[config.mk]
export PLATFORM = sky130hd
export DESIGN_NAME = ram_arbiter
export DESIGN_NICKNAME = d
export VERILOG_FILES = /design/src/rtl/ram_arbiter.sv
export SDC_FILE = /design/constraint.sdc
export NUM_CORES = 1
export LEC_CHECK = 0
export ABC_AREA = 1
export CAP_MARGIN = 20
export CORE_ASPECT_RATIO = 0.8
export CORE_MARGIN = 3
export CORE_UTILIZATION = 40
export DETAILED_ROUTE_END_ITERATION = 10
export PLACE_DENSITY_LB_ADDON = 0.2
export RECOVER_POWER = 100
export REMOVE_ABC_BUFFERS = 1
export SLEW_MARGIN = 25
export SYNTH_ARGS = -nofsm -noshare
export SYNTH_HDL_FRONTEND = slang
export SYNTH_SLANG_ARGS = --single-unit
[constraint.sdc]
create_clock -name clk -period 1.7 [get_ports clk]
set_clock_uncertainty 0.05 [all_clocks]
set_input_delay 0.34 -clock clk [delete_from_list [all_inputs] [get_ports clk]]
set_output_delay 0.34 -clock clk [all_outputs]
set_load 0.02 [all_outputs]
[src/rtl/ram_arbiter.sv]
// Two-port arbiter in front of a single-port RAM: picks a requester, then steps
// the RAM through its write-strobe / output-enable / data-drive sequence and acks.
module ram_arbiter #(
  parameter int ADDR_W     = 8,
  parameter int DATA_W     = 8,
  parameter int FIXED_PRIO = 0
) (
  input  logic              clk,
  input  logic              rst,
  input  logic              req0,
  input  logic              we0,
  input  logic [ADDR_W-1:0] addr0,
  input  logic [DATA_W-1:0] wdata0,
  output logic              ack0,
  output logic [DATA_W-1:0] rdata0,
  input  logic              req1,
  input  logic              we1,
  input  logic [ADDR_W-1:0] addr1,
  input  logic [DATA_W-1:0] wdata1,
  output logic              ack1,
  output logic [DATA_W-1:0] rdata1,
  output logic [1:0]        gnt,
  output logic              busy,
  output logic [ADDR_W-1:0] ram_addr,
  output logic              ram_o,
  output logic              ram_oe,
  output logic [DATA_W-1:0] ram_wdata,
  output logic              ram_wdrive,
  input  logic [DATA_W-1:0] ram_rdata
);

  typedef enum logic [2:0] {IDLE, WR, RD_ADDR, RD_DATA, RESP} state_t;

  state_t              state_q, state_d;
  logic                owner_q, owner_d;
  logic                last_q, last_d;
  logic [ADDR_W-1:0]   addr_q, addr_d;
  logic [DATA_W-1:0]   wdata_q, wdata_d;
  logic [DATA_W-1:0]   rdata0_q, rdata0_d;
  logic [DATA_W-1:0]   rdata1_q, rdata1_d;
  logic                pick;
  logic                pick_we;

  // Tie-break: round-robin favours the port not served last; fixed mode favours port 0.
  always_comb begin
    if (req0 && req1) pick = (FIXED_PRIO != 0) ? 1'b0 : ~last_q;
    else              pick = req1 & ~req0;
    pick_we = pick ? we1 : we0;
  end

  always_ff @(posedge clk or posedge rst) begin
    if (rst) begin
      state_q  <= IDLE;
      owner_q  <= 1'b0;
      last_q   <= 1'b1;
      addr_q   <= '0;
      wdata_q  <= '0;
      rdata0_q <= '0;
      rdata1_q <= '0;
    end else begin
      state_q  <= state_d;
      owner_q  <= owner_d;
      last_q   <= last_d;
      addr_q   <= addr_d;
      wdata_q  <= wdata_d;
      rdata0_q <= rdata0_d;
      rdata1_q <= rdata1_d;
    end
  end

  always_comb begin
    state_d    = state_q;
    owner_d    = owner_q;
    last_d     = last_q;
    addr_d     = addr_q;
    wdata_d    = wdata_q;
    rdata0_d   = rdata0_q;
    rdata1_d   = rdata1_q;
    ack0       = 1'b0;
    ack1       = 1'b0;
    ram_addr   = '0;
    ram_o      = 1'b0;
    ram_oe     = 1'b0;
    ram_wdata  = '0;
    ram_wdrive = 1'b0;
    case (state_q)
      IDLE: begin
        if (req0 || req1) begin
          owner_d = pick;
          last_d  = pick;
          addr_d  = pick ? addr1 : addr0;
          wdata_d = pick ? wdata1 : wdata0;
          state_d = pick_we ? WR : RD_ADDR;
        end
      end
      WR: begin
        ram_addr   = addr_q;
        ram_o      = 1'b1;
        ram_wdrive = 1'b1;
        ram_wdata  = wdata_q;
        state_d    = RESP;
      end
      RD_ADDR: begin
        ram_addr = addr_q;
        state_d  = RD_DATA;
      end
      RD_DATA: begin
        ram_addr = addr_q;
        ram_oe   = 1'b1;
        if (owner_q) rdata1_d = ram_rdata;
        else         rdata0_d = ram_rdata;
        state_d  = RESP;
      end
      RESP: begin
        ack0    = ~owner_q;
        ack1    = owner_q;
        state_d = IDLE;
      end
      default: state_d = IDLE;
    endcase
  end

  // Ownership is visible for the whole access, including the ack cycle.
  always_comb begin
    gnt = 2'b00;
    if (state_q != IDLE) gnt = owner_q ? 2'b10 : 2'b01;
  end

  assign busy   = (state_q != IDLE);
  assign rdata0 = rdata0_q;
  assign rdata1 = rdata1_q;

endmodule

==> run_results.csv <==
group,metric,value,unit
run_status,outcome,"finished, violations left",
run_status,violations,"setup timing",
cts,cts_root_buf,"clkbuf_8",
yosys,netlist_area,1940,µm²
setup_path,setup.worst_path.end,"ram_addr[6]",
route,drc,0,
grt,antenna_found_initial,0,
die,die_h,68.3,µm
setup_path,slowest_delay,410,ps
cells_and_area,clk_share,3.77,%
cells_and_area,syn2layout_area_growth,59.2,%
final_timing,slew_viol_final,0,
power,power.total,5530,µW
place,placed_area,2990,µm²
die,initCoreUtil,41.9,%
cts,clock_path_buffers,2,
yosys,top_cell,"nand2_1",
cts,ctsResizeCount,107,
setup_path,arrival,1330,ps
die,die_area,5730,µm²
cts,insertion_delay,280,ps
power,power-top-group,"combinational cells",
grt,met2_usage,31.4,%
route,dr_wl_met2,2510,µm
yosys,simple_gate_share,39.9,%
route,wl_met3,317,µm
final_timing,setup_viol_count_final,8,
cells_and_area,multiInputCombCellCount,191,
die,nWellTaps,60,
power,p_int,3230,µW
cts,cts_tree,"done",
grt,grt_max_degree,20,
yosys,yosysWarnings,0,
grt,global_route.usage.met1,25.6,%
place,gp_congestion,0.810,
final_timing,min_period,1720,ps
yosys,ys.flops,37,
cells_and_area,flops,37,
route,drt-pass1-iter-count,4,
die,fp.dieW,83.9,µm
yosys,synth.area.mux_share,0,%
yosys,common_cells,"nand2_1 (122), dfrtp_1 (36), nand3_1 (29), inv_1 (26), nor2_1 (22)",
cells_and_area,drive_above_1_share,20.1,%
setup_path,crit_chain,"buf_6 -> o21ai_4 -> nor2_1 -> buf_4",
setup_path,path_max_fanout,8,
yosys,yosys_area,1940,µm²
yosys,synth-compound-area-share,2.97,%
cells_and_area,lay_top_cells,"nand2_1 (121), clkdlybuf4s50_1 (59), dfrtp_1 (36), nand3_1 (29)",
power,p_switching,2300,µW
route,dr.first_iter.drc_count,97,
die,core_area,4620,µm²
cells_and_area,buffer_area_share,32.9,%
setup_path,cp-startpoint,"state_q[0]$_DFFE_PP0P_",
final_timing,fin_ws,-22.3,ps
yosys,ys_types,21,
setup_path,path_depth,4,
final_timing,worst_slew_pin_slew,724,ps
final_timing,fmax,581,MHz
power,leakage,0.00164,µW
final_timing,timing.hold.ws,362,ps
setup_path,cp_slowest_cell,"dfrtp_1",
worst_hold_path,worstHoldPathType,"input pin to asynchronous set/reset pin",
setup_path,path_buffers,2,
setup_path,end_kind,"primary output",
power,p_comb_share,57.7,%
die,num_rows,22,
grt,grt_use_met3,4.57,%
cells_and_area,final.clkbuf_count,7,
yosys,yosysSeqAreaShare,47.8,%
power,switching_share,41.5,%
flow_run,tool_warnings,27,
power,clock_power_share,14.1,%
yosys,top_logic_kind,"simple AND/OR/NAND/NOR gates",
yosys,edf_count,0,
cts,htreeDepth,2,
power,p_per_area,1790,nW/µm²
setup_path,cp.required,1310,ps
setup_path,rr_worst_depth,9,
cells_and_area,buffers,113,
setup_path,crit_type,"flop to primary output",
grt,grt_overflow,0,
cells_and_area,inv_count,29,
yosys,top_cell_area_share,46.5,%
place,pre_cts_slack,-244,ps
yosys,syn_area_per_cell,7.26,µm²
yosys,ys_cells,267,
yosys,async_reset_ff_share,100,%
yosys,xor_area_share,0,%
cts,cts_buffers,5,
power,p_clk,779,µW
power,irDropWorstVdd,0.00107,V
setup_path,critPathLaunchType,"flop",
flow_run,cap_viol_max_count,0,
grt,grt_pass1_wl,8690,µm
route,met1Wirelength,2430,µm
yosys,synth_cells,267,
cells_and_area,comb_area,840,µm²
yosys,area_leaders,"dfrtp_1 (46%), nand2_1 (24%), nand3_1 (7.5%)",
cts,cts-hold-fix-buffers,0,
cts,post_cts_buffers,2,
yosys,synth_adder_area_share,0,%
cells_and_area,largest_class,"non-clock buffers",
place,placed_cells,424,
place,post-dp-hpwl,4040,µm
yosys,yosys.area.top_type,"dfrtp_1",
setup_path,crit_family,"flip-flops",
yosys,ff_type,"dfrtp_1",
route,top_layer,"met4",
cells_and_area,final_area,3090,µm²
die,ios,86,
cells_and_area,seq_area,927,µm²
final_timing,period_used_share,101,%
power,p_seq_share,28.2,%
final_timing,fin_setup_tns,-69.5,ps
cells_and_area,fill_cells,424,
cts,path_clk_slew,70,ps
grt,first_global_vias,1866,
route,ant_nets,0,
final_timing,slew_headroom,51.7,%
cts,cts_sinks,37,
setup_path,reg2reg_setup_slack,60,ps
power,comb_power,3190,µW
setup_path,r2r_end,"addr_q[5]$_DFFE_PP0P_",
grt,busiest_layer,"met2",
setup_path,rr_startpoint,"state_q[0]$_DFFE_PP0P_",
final_timing,rsz0062_at_grt,"yes",
route,viasPerCell,4.59,
place,numPortBuffers,85,
cells_and_area,nets,423,
final_timing,finalHoldViolations,0,
cells_and_area,diodes,0,
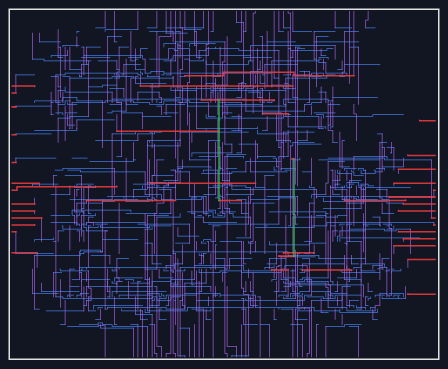
*Wiring by layer*
legend:
  red:
    layer: met3
    wire_length: 317 µm
  green:
    layer: met4
    wire_length: 38.8 µm
  blue:
    layer: met1
    wire_length: 2430 µm
  purple:
    layer: met2
    wire_length: 2510 µm
via count: 2010
DRT Wirelength: 5300 µm
Wirelength per Cell: 12.1 µm
GRT Util Overall: 18.8%

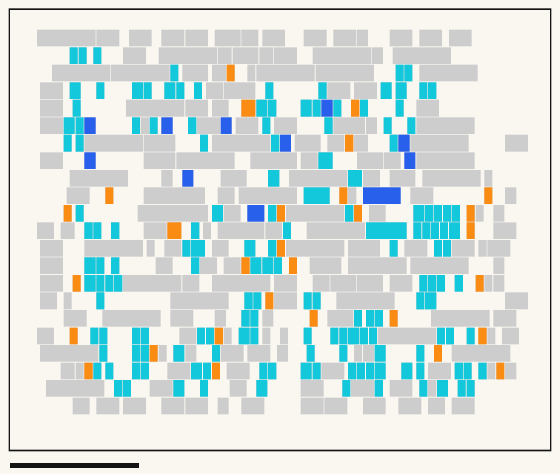
*Logic cells by family*
The bar under the picture is 20 µm long.
legend:
  orange:
    family: inverters
    cells: 29
  cyan:
    family: NAND gates
    cells: 155
    where: spread over the die
  blue:
    family: inverting AOI/OAI gates
    cells: 11
Finished Layout Cells: 438
Commonest Layout Cell: nand2_1
Comb/total area: 27.2%

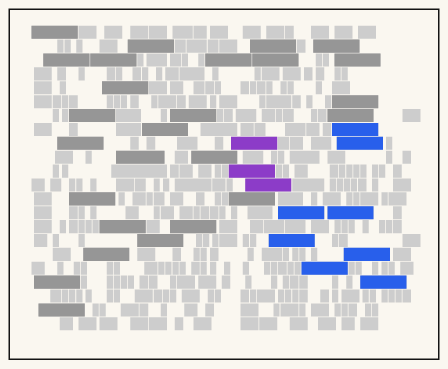
*Where the registers sit*
legend:
  purple:
    name_in_the_netlist: `state_q`
    flops: 3
  blue:
    name_in_the_netlist: `addr_q`
    flops: 8
not coloured: 26
sequential power: 1560 µW
Seq/total area: 30.0%
fin util: 66.7%

Power and IR drop assume default switching activity.
